Cell classes on the final placement:
Scale bar: 50 um. Fill, decap, tap and diode cells in grey.
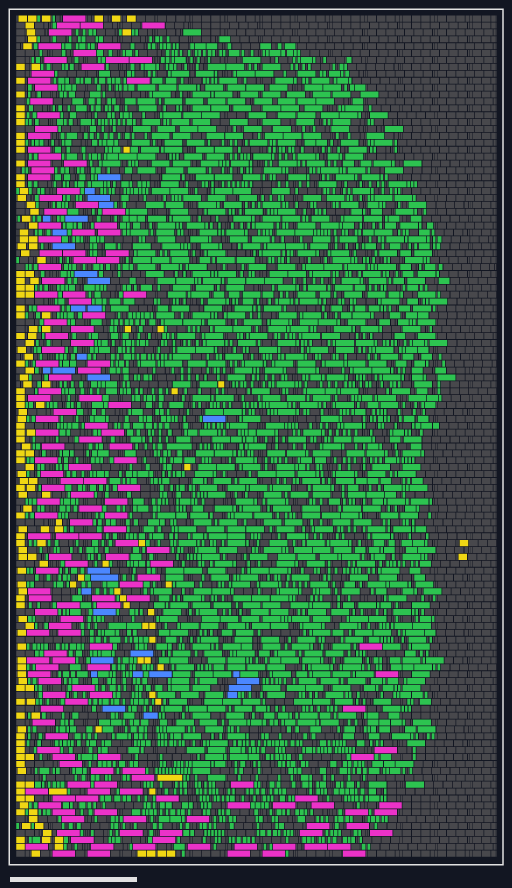
Signal wires on met2:
Scale bar: 50 um.
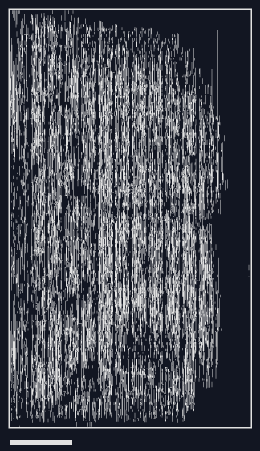
Clock network drawn from the DEF:
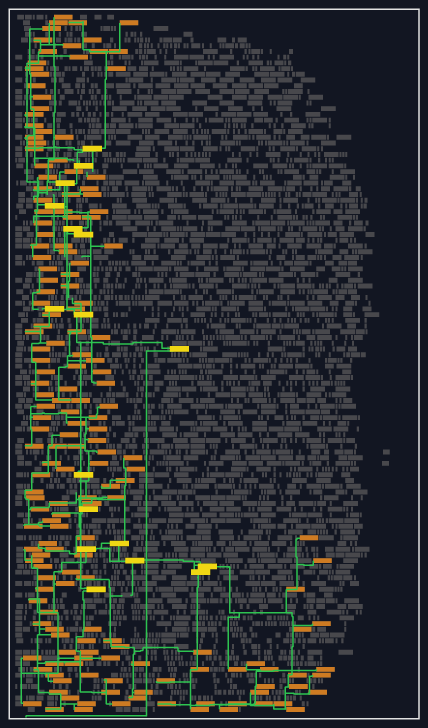
Supply network:
Pins as bars on the die edge. Tap cells in grey.
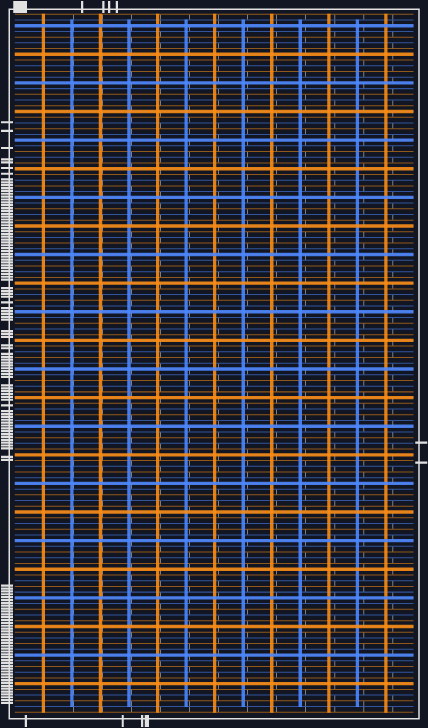
Cell placement:
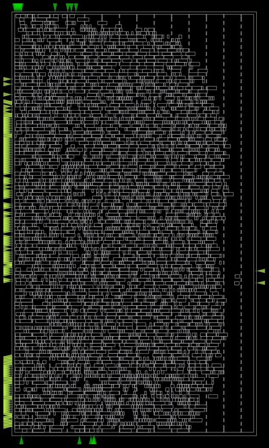
### config.mk
export PLATFORM = sky130hd
export DESIGN_NAME = balls_collision_detector_flat
export DESIGN_NICKNAME = d
export VERILOG_FILES = /design/src/rtl/balls_collision_detector_if.sv /design/src/rtl/balls_collision_detector.sv /design/src/flat_wrapper.sv
export SDC_FILE = /design/constraint.sdc
export NUM_CORES = 2
export LEC_CHECK = 0
export ABC_AREA = 1
export CAP_MARGIN = 20
export CORE_ASPECT_RATIO = 1.75
export CORE_MARGIN = 2
export CORE_UTILIZATION = 50
export DETAILED_ROUTE_END_ITERATION = 7
export PLACE_DENSITY = 0.67
export SETUP_SLACK_MARGIN = 0.2
export SYNTH_ARGS = -nofsm -noshare
export SYNTH_HDL_FRONTEND = slang
export SYNTH_SLANG_ARGS = --single-unit
export TNS_END_PERCENT = 30
### constraint.sdc
create_clock -name clk -period 25.4 [get_ports clk]
set_input_delay 7.62 -clock clk [delete_from_list [all_inputs] [get_ports clk]]
set_output_delay 7.62 -clock clk [all_outputs]
set_load 0.01 [all_outputs]
### src/rtl/balls_collision_detector_if.sv
// Bus between the frame logic and balls_collision_detector.
//   master : drives startOfFrame and the ball position/speed vectors, receives results
//   slave  : the detector; receives the ball vectors, drives pair reports and status
//   startOfFrame                  one-cycle scan request
//   topLeftX_VEC / topLeftY_VEC   per-ball signed positions
//   Xspeed_VEC / Yspeed_VEC       per-ball signed speeds
//   balls_collide                 pair bits, valid only with col_valid
//   Balls_col_ID                  [0]=lower ID, [1]=higher ID of last reported pair
//   col_valid / busy / scan_done / frame_overrun   status
interface balls_collision_detector_if #(
   parameter int unsigned NUM_BALLS = 3,
   parameter int unsigned COORD_W   = 11,
   parameter int unsigned ID_W      = 4
);
   logic                              startOfFrame;
   logic [NUM_BALLS-1:0][COORD_W-1:0] topLeftX_VEC;
   logic [NUM_BALLS-1:0][COORD_W-1:0] topLeftY_VEC;
   logic [NUM_BALLS-1:0][COORD_W-1:0] Xspeed_VEC;
   logic [NUM_BALLS-1:0][COORD_W-1:0] Yspeed_VEC;
   logic [NUM_BALLS-1:0]              balls_collide;
   logic [1:0][ID_W-1:0]              Balls_col_ID;
   logic                              col_valid;
   logic                              busy;
   logic                              scan_done;
   logic                              frame_overrun;

   modport master (
      output startOfFrame, topLeftX_VEC, topLeftY_VEC, Xspeed_VEC, Yspeed_VEC,
      input  balls_collide, Balls_col_ID, col_valid, busy, scan_done, frame_overrun
   );

   modport slave (
      input  startOfFrame, topLeftX_VEC, topLeftY_VEC, Xspeed_VEC, Yspeed_VEC,
      output balls_collide, Balls_col_ID, col_valid, busy, scan_done, frame_overrun
   );
endinterface

### src/rtl/balls_collision_detector.sv
// Per-frame pair scanner: snapshots all balls on startOfFrame, then walks every pair
// (i<j) in order and reports pairs that overlap and are closing, one col_valid pulse each.
// A per-pair mask suppresses repeat reports until the pair has separated.
//   clk    system clock
//   reset  asynchronous active-high reset
//   bus    balls_collision_detector_if.slave (see interface header)
module balls_collision_detector #(
   parameter int unsigned NUM_BALLS = 3,
   parameter int unsigned COORD_W   = 11,
   parameter int unsigned ID_W      = 4,
   parameter int unsigned DIAM_SQ   = 1024
) (
   input  logic                          clk,
   input  logic                          reset,
   balls_collision_detector_if.slave     bus
);

   localparam int unsigned NUM_PAIRS = NUM_BALLS * (NUM_BALLS - 1) / 2;
   localparam int unsigned IDX_W     = (NUM_BALLS > 2) ? $clog2(NUM_BALLS) : 1;
   localparam int unsigned PAIR_W    = (NUM_PAIRS > 1) ? $clog2(NUM_PAIRS) : 1;
   localparam int unsigned DSQ_W     = 2 * (COORD_W + 1);
   localparam int unsigned DOT_W     = 2 * (COORD_W + 2) + 1;
   localparam int unsigned LAST_I    = NUM_BALLS - 2;
   localparam int unsigned LAST_J    = NUM_BALLS - 1;

   typedef enum logic [2:0] {
      S_IDLE,
      S_CHECK,
      S_EVAL,
      S_REPORT,
      S_DONE
   } state_e;

   state_e                     state_q, state_d;
   logic [IDX_W-1:0]           i_q, i_d, j_q, j_d;
   logic [PAIR_W-1:0]          p_q, p_d;
   logic [NUM_PAIRS-1:0]       mask_q, mask_d;
   logic signed [COORD_W-1:0]  snap_x_q  [NUM_BALLS];
   logic signed [COORD_W-1:0]  snap_y_q  [NUM_BALLS];
   logic signed [COORD_W-1:0]  snap_vx_q [NUM_BALLS];
   logic signed [COORD_W-1:0]  snap_vy_q [NUM_BALLS];
   logic                       snap_ld_c;
   logic [DSQ_W-1:0]           dsq_q;
   logic signed [DOT_W-1:0]    dot_q;

   logic [NUM_BALLS-1:0]       collide_q, collide_d;
   logic [1:0][ID_W-1:0]       id_q, id_d;
   logic                       col_valid_q, col_valid_d;
   logic                       busy_q, busy_d;
   logic                       done_q, done_d;
   logic                       ovr_q, ovr_d;

   // Pair metrics from the snapshot, evaluated in CHECK and registered for EVAL.
   logic signed [DOT_W-1:0]    dx_c, dy_c, dvx_c, dvy_c, dsq_full_c, dot_c;
   logic [DSQ_W-1:0]           dsq_c;

   always_comb begin
      dx_c       = DOT_W'(snap_x_q[j_q])  - DOT_W'(snap_x_q[i_q]);
      dy_c       = DOT_W'(snap_y_q[j_q])  - DOT_W'(snap_y_q[i_q]);
      dvx_c      = DOT_W'(snap_vx_q[j_q]) - DOT_W'(snap_vx_q[i_q]);
      dvy_c      = DOT_W'(snap_vy_q[j_q]) - DOT_W'(snap_vy_q[i_q]);
      dsq_full_c = dx_c * dx_c + dy_c * dy_c;
      dot_c      = dvx_c * dx_c + dvy_c * dy_c;
      // Sum of squares is non-negative and below 2^(DSQ_W-1), so truncation is lossless.
      dsq_c      = DSQ_W'($unsigned(dsq_full_c));
   end

   // Overlap test, hit decision and next pair in scan order.
   logic             touch_c, hit_c, last_pair_c;
   logic [IDX_W-1:0] nxt_i_c, nxt_j_c;

   always_comb begin
      touch_c     = (dsq_q <= DSQ_W'(DIAM_SQ));
      hit_c       = touch_c && dot_q[DOT_W-1] && !mask_q[p_q];
      last_pair_c = (i_q == IDX_W'(LAST_I)) && (j_q == IDX_W'(LAST_J));
      nxt_i_c     = i_q;
      nxt_j_c     = j_q + IDX_W'(1);
      if (j_q == IDX_W'(LAST_J)) begin
         nxt_i_c = i_q + IDX_W'(1);
         nxt_j_c = i_q + IDX_W'(2);
      end
   end

   // State register.
   always_ff @(posedge clk or posedge reset) begin
      if (reset) state_q <= S_IDLE;
      else       state_q <= state_d;
   end

   // Next-state, pair walk, mask update and Moore output values (registered below).
   always_comb begin
      state_d   = state_q;
      i_d       = i_q;
      j_d       = j_q;
      p_d       = p_q;
      mask_d    = mask_q;
      snap_ld_c = 1'b0;
      id_d      = id_q;
      ovr_d     = ovr_q | (bus.startOfFrame && (state_q != S_IDLE));

      case (state_q)
         S_IDLE: begin
            if (bus.startOfFrame) begin
               snap_ld_c = 1'b1;
               i_d       = '0;
               j_d       = IDX_W'(1);
               p_d       = '0;
               state_d   = S_CHECK;
            end
         end
         S_CHECK: state_d = S_EVAL;
         S_EVAL: begin
            if (!touch_c) mask_d[p_q] = 1'b0;
            if (hit_c) begin
               mask_d[p_q] = 1'b1;
               state_d     = S_REPORT;
            end else if (last_pair_c) begin
               state_d = S_DONE;
            end else begin
               i_d     = nxt_i_c;
               j_d     = nxt_j_c;
               p_d     = p_q + PAIR_W'(1);
               state_d = S_CHECK;
            end
         end
         S_REPORT: begin
            if (last_pair_c) begin
               state_d = S_DONE;
            end else begin
               i_d     = nxt_i_c;
               j_d     = nxt_j_c;
               p_d     = p_q + PAIR_W'(1);
               state_d = S_CHECK;
            end
         end
         S_DONE:  state_d = S_IDLE;
         default: state_d = S_IDLE;
      endcase

      // Outputs are decoded from the next state so the registered copy lines up with it.
      col_valid_d = (state_d == S_REPORT);
      busy_d      = (state_d != S_IDLE);
      done_d      = (state_d == S_DONE);
      collide_d   = '0;
      if (col_valid_d) begin
         collide_d = (NUM_BALLS'(1) << i_q) | (NUM_BALLS'(1) << j_q);
         id_d      = {ID_W'(j_q), ID_W'(i_q)};
      end
   end

   // Datapath and output registers.
   always_ff @(posedge clk or posedge reset) begin
      if (reset) begin
         i_q         <= '0;
         j_q         <= '0;
         p_q         <= '0;
         mask_q      <= '0;
         dsq_q       <= '0;
         dot_q       <= '0;
         collide_q   <= '0;
         id_q        <= '0;
         col_valid_q <= 1'b0;
         busy_q      <= 1'b0;
         done_q      <= 1'b0;
         ovr_q       <= 1'b0;
         for (int b = 0; b < NUM_BALLS; b++) begin
            snap_x_q[b]  <= '0;
            snap_y_q[b]  <= '0;
            snap_vx_q[b] <= '0;
            snap_vy_q[b] <= '0;
         end
      end else begin
         i_q         <= i_d;
         j_q         <= j_d;
         p_q         <= p_d;
         mask_q      <= mask_d;
         collide_q   <= collide_d;
         id_q        <= id_d;
         col_valid_q <= col_valid_d;
         busy_q      <= busy_d;
         done_q      <= done_d;
         ovr_q       <= ovr_d;
         if (state_q == S_CHECK) begin
            dsq_q <= dsq_c;
            dot_q <= dot_c;
         end
         if (snap_ld_c) begin
            for (int b = 0; b < NUM_BALLS; b++) begin
               snap_x_q[b]  <= $signed(bus.topLeftX_VEC[b]);
               snap_y_q[b]  <= $signed(bus.topLeftY_VEC[b]);
               snap_vx_q[b] <= $signed(bus.Xspeed_VEC[b]);
               snap_vy_q[b] <= $signed(bus.Yspeed_VEC[b]);
            end
         end
      end
   end

   assign bus.balls_collide = collide_q;
   assign bus.Balls_col_ID  = id_q;
   assign bus.col_valid     = col_valid_q;
   assign bus.busy          = busy_q;
   assign bus.scan_done     = done_q;
   assign bus.frame_overrun = ovr_q;

endmodule

### src/flat_wrapper.sv
// flat-port wrapper written by rule: the top's interface ports become plain ports
module balls_collision_detector_flat 
#(
   parameter int unsigned NUM_BALLS = 3,
   parameter int unsigned COORD_W   = 11,
   parameter int unsigned ID_W      = 4,
   parameter int unsigned DIAM_SQ   = 1024
)
  (clk, reset, bus_startOfFrame, bus_topLeftX_VEC, bus_topLeftY_VEC, bus_Xspeed_VEC, bus_Yspeed_VEC, bus_balls_collide, bus_Balls_col_ID, bus_col_valid, bus_busy, bus_scan_done, bus_frame_overrun);
  balls_collision_detector_if #(.NUM_BALLS(NUM_BALLS), .COORD_W(COORD_W), .ID_W(ID_W)) bus_i ();
  input  logic clk;
  input  logic reset;
  input wire logic [$bits(bus_i.startOfFrame)-1:0] bus_startOfFrame;
  input wire logic [$bits(bus_i.topLeftX_VEC)-1:0] bus_topLeftX_VEC;
  input wire logic [$bits(bus_i.topLeftY_VEC)-1:0] bus_topLeftY_VEC;
  input wire logic [$bits(bus_i.Xspeed_VEC)-1:0] bus_Xspeed_VEC;
  input wire logic [$bits(bus_i.Yspeed_VEC)-1:0] bus_Yspeed_VEC;
  output wire logic [$bits(bus_i.balls_collide)-1:0] bus_balls_collide;
  output wire logic [$bits(bus_i.Balls_col_ID)-1:0] bus_Balls_col_ID;
  output wire logic [$bits(bus_i.col_valid)-1:0] bus_col_valid;
  output wire logic [$bits(bus_i.busy)-1:0] bus_busy;
  output wire logic [$bits(bus_i.scan_done)-1:0] bus_scan_done;
  output wire logic [$bits(bus_i.frame_overrun)-1:0] bus_frame_overrun;
  assign bus_i.startOfFrame = bus_startOfFrame;
  assign bus_i.topLeftX_VEC = bus_topLeftX_VEC;
  assign bus_i.topLeftY_VEC = bus_topLeftY_VEC;
  assign bus_i.Xspeed_VEC = bus_Xspeed_VEC;
  assign bus_i.Yspeed_VEC = bus_Yspeed_VEC;
  assign bus_balls_collide = bus_i.balls_collide;
  assign bus_Balls_col_ID = bus_i.Balls_col_ID;
  assign bus_col_valid = bus_i.col_valid;
  assign bus_busy = bus_i.busy;
  assign bus_scan_done = bus_i.scan_done;
  assign bus_frame_overrun = bus_i.frame_overrun;
  balls_collision_detector #(.NUM_BALLS(NUM_BALLS), .COORD_W(COORD_W), .ID_W(ID_W), .DIAM_SQ(DIAM_SQ)) u_core (.clk(clk), .reset(reset), .bus(bus_i));
endmodule
==> out/results.tsv <==
stage	metric	value	unit
run_status	status	complete, no violations	
worst_setup_path	cp.arrival	11.02	ns
routing	wl_met2	45770	um
grt	grt_max_degree	263	
routing	drt_wl_total	85950	um
sta	slew_headroom	25.56	%
worst_setup_path	critPathMaxFanout	35	
logic_synthesis	yosys_warnings	0	
sta	slew_viol_final	0	
routing	viasPerCell	5.285	
routing	route.met3.wl	3979	um
logic_synthesis	ys.flops	180	
min_path	worstHoldPathCells	1	
worst_setup_path	critical_path.max_stage_delay	0.73	ns
grt	antenna_found_initial	0	
routing	dr.pass1.iters	6	
grt	met3_usage	2.631	%
die	fp_util	50.25	%
routing	wl_met1	28790	um
sta	worstMarginPinSlew	1.116	ns
sta	post-route-period-util	41.94	%
worst_setup_path	cp_top_family	adder cells	
grt	grt_first_pass_wirelength	137000	um
sta	min_period	10.65	ns
grt	top_usage_layer	met2	
placed_design	gp_congestion	0.9343	
die	die_y	336.6	um
min_path	min_from	u_core.bus.frame_overrun	
cts	clk_pin_slew_worst_paths	0.09	ns
grt	grtUsageTotal	27.30	%
finish	mostFrequentLayoutCells	984 x inv_1, 730 x nand2_1, 622 x fa_1	
cts	post-cts-setup-buffer-count	0	
worst_setup_path	crit_type	reg -> reg	
sta	max_freq	93.87	MHz
sta	tns	0	ns
routing	ant_nets	0	
cts	cts_root_buf	clkbuf_16	
cts	cts_num_sinks	180	
logic_synthesis	synth_seq_share	14.25	%
cts	cts.path.max_buffers	2	
worst_setup_path	required	25.76	ns
finish	antenna_cells	0	
min_path	worstHoldEndpoint	u_core.bus.frame_overrun	
worst_setup_path	end_kind	flop	
logic_synthesis	yosysChipArea	31600	um^2
finish	drive_gt1_share	2.907	%
die	die_area	65310	um^2
grt	grt_pass1_vias	26880	
cts	htree_num_levels	4	
routing	drt-initial-drc-count	1303	
sta	rsz0062_at_grt	no	
die	die_w	194.0	um
finish	final_area	34450	um^2
logic_synthesis	synth-main-ff-cell	dfrtp_1	
worst_setup_path	r2r_setup_slack	14.75	ns
routing	vias	24800	
logic_synthesis	avgSynthCellArea	8.319	um^2
routing	wl_per_cell	18.32	um
logic_synthesis	synthDistinctLibCells	51	
flow_run	cap_violations	0	
sta	hold_viol_final	0	
logic_synthesis	synth_cells	3799	
grt	use_met1	28.21	%
placed_design	hpwl	70650	um
worst_setup_path	worst_r2r_startpoint	u_core.i_q[0]	
routing	drc_errors	0	
## Picture notes: 'cell classes on the final placement'
[blue] clock drivers and dummy loads | cells: 32 | share of their area: 1.9%
[magenta] flip-flops | cells: 180 | share of their area: 13%
[yellow] other buffers and delay cells | cells: 173 | share of their area: 5.1%
[green] all other logic | cells: 3502 | share of their area: 80%

## Picture notes: 'signal wires on met2'
main direction: vertical
longest straight run: 75.8 um
share of all routed wire: 53%
wire length on this layer: 45.8 mm
nets with wire on the layer: 4102

## Picture notes: 'clock network drawn from the DEF'
[yellow] cells driving clock nets | count: 17
[green] clock wires | length: 3170 um
[orange] flip-flops | count: 180
routed clock nets: 18

## Picture notes: 'supply network'
[blue] VDD
[orange] VSS
tap cells: 806
met1 rails: 123
met4 straps: 13
signal pins: 150

## Picture notes: 'cell placement'
tap cells: 806
core box area: 62890 um^2
Seq cells: 180
Core Util, Final: 54.78%
flop share of the area: 13.08%

cell type report:
class,count,area [um^2],share of cell area [%]
Sequential cell,180,4506,13.08
Clock inverter,15,200.2,0.5811
Timing Repair Buffer,173,1694,4.917
Inverter,1004,3774,10.95
Tap cell,806,1008,2.927
Clock buffer,17,425.4,1.235
Multi-Input combinational cell,2498,22840,66.31
state kept, by name, summed over array words and instances (netlist names):
signal	flops
u_core.bus.scan_done	1
u_core.dot_q	1
u_core.bus.Balls_col_ID	4
u_core.mask_q	3
u_core.i_q	2
u_core.bus.busy	1
u_core.bus.balls_collide	3
u_core.snap_vy_q	33
u_core.bus.frame_overrun	1
u_core.snap_y_q	33
u_core.j_q	2
u_core.bus.col_valid	1
u_core.state_q	3
u_core.dsq_q	24
u_core.snap_x_q	33
u_core.p_q	2
u_core.snap_vx_q	33
Yosys cell counts (4+ instances only):
master,n
inv_1,985
nand3_1,76
o31ai_1,6
a31oi_1,7
o21ai_1,4
a22oi_1,79
o21ai_0,221
o22ai_1,5
ha_1,227
xnor2_1,11
inv_2,6
xor2_1,11
a21o_1,5
clkinv_1,13
or2_2,26
dfrtp_1,180
o21bai_1,8
nor3_1,16
nand2_1,730
nand4_1,15
fa_1,622
clkbuf_1,75
nor2_1,282
buf_2,34
a21oi_1,108
buf_4,7
metrics by stage:
| stage | std cells | worst slack [ns] | hold WS [ns] |
|---|---|---|---|
| after floorplan | 3802 | 12.89 | 0.4407 |
| after global placement | 4659 | 15.06 | 0.4516 |
| after detailed placement | 4660 | 14.80 | 0.4441 |
| after CTS | 4692 | 14.80 | 0.4758 |
| after global routing | 4693 | 14.15 | 0.4923 |
| final | 4693 | 14.75 | 0.4796 |
worst max-delay path by stage:
stage                  start                         end  depth (start not counted)
6_report       u_core.i_q[0]            u_core.dsq_q[23]                         36
5_1_grt        u_core.i_q[0]            u_core.dsq_q[21]                         35
4_1_cts        u_core.i_q[0]            u_core.dsq_q[23]                         36
3_5_place_dp   u_core.i_q[0]            u_core.dsq_q[23]                         36
3_3_place_gp   u_core.i_q[0]            u_core.dsq_q[23]                         36
2_1_floorplan          reset  u_core.bus.Balls_col_ID[0]                          1
cell families (layout without fill, tap and decap cells):
group / count (synthesis) / after routing / synth area share (%)
and+or+nand+nor: 1164 / 1164 / 14.71
AOI/OAI and AO/OA: 455 / 455 / 8.172
buffers and inverters: 1124 / 1209 / 13.62
other: 1 / 4 / 0.01187
xor gates and xnor gates: 26 / 26 / 0.8512
adders and majority gates: 849 / 849 / 48.39
DFF: 180 / 180 / 14.25
worst register-to-register path, delay by kind of cell (launching register included):
| family | cells | cell delay [ns] |
|---|---|---|
| fa+ha+maj | 10 | 4.56 |
| buf+inv | 11 | 2.62 |
| simple gates | 11 | 1.58 |
| xor+xnor | 1 | 0.73 |
| flops | 1 | 0.71 |
| compound gates | 3 | 0.38 |
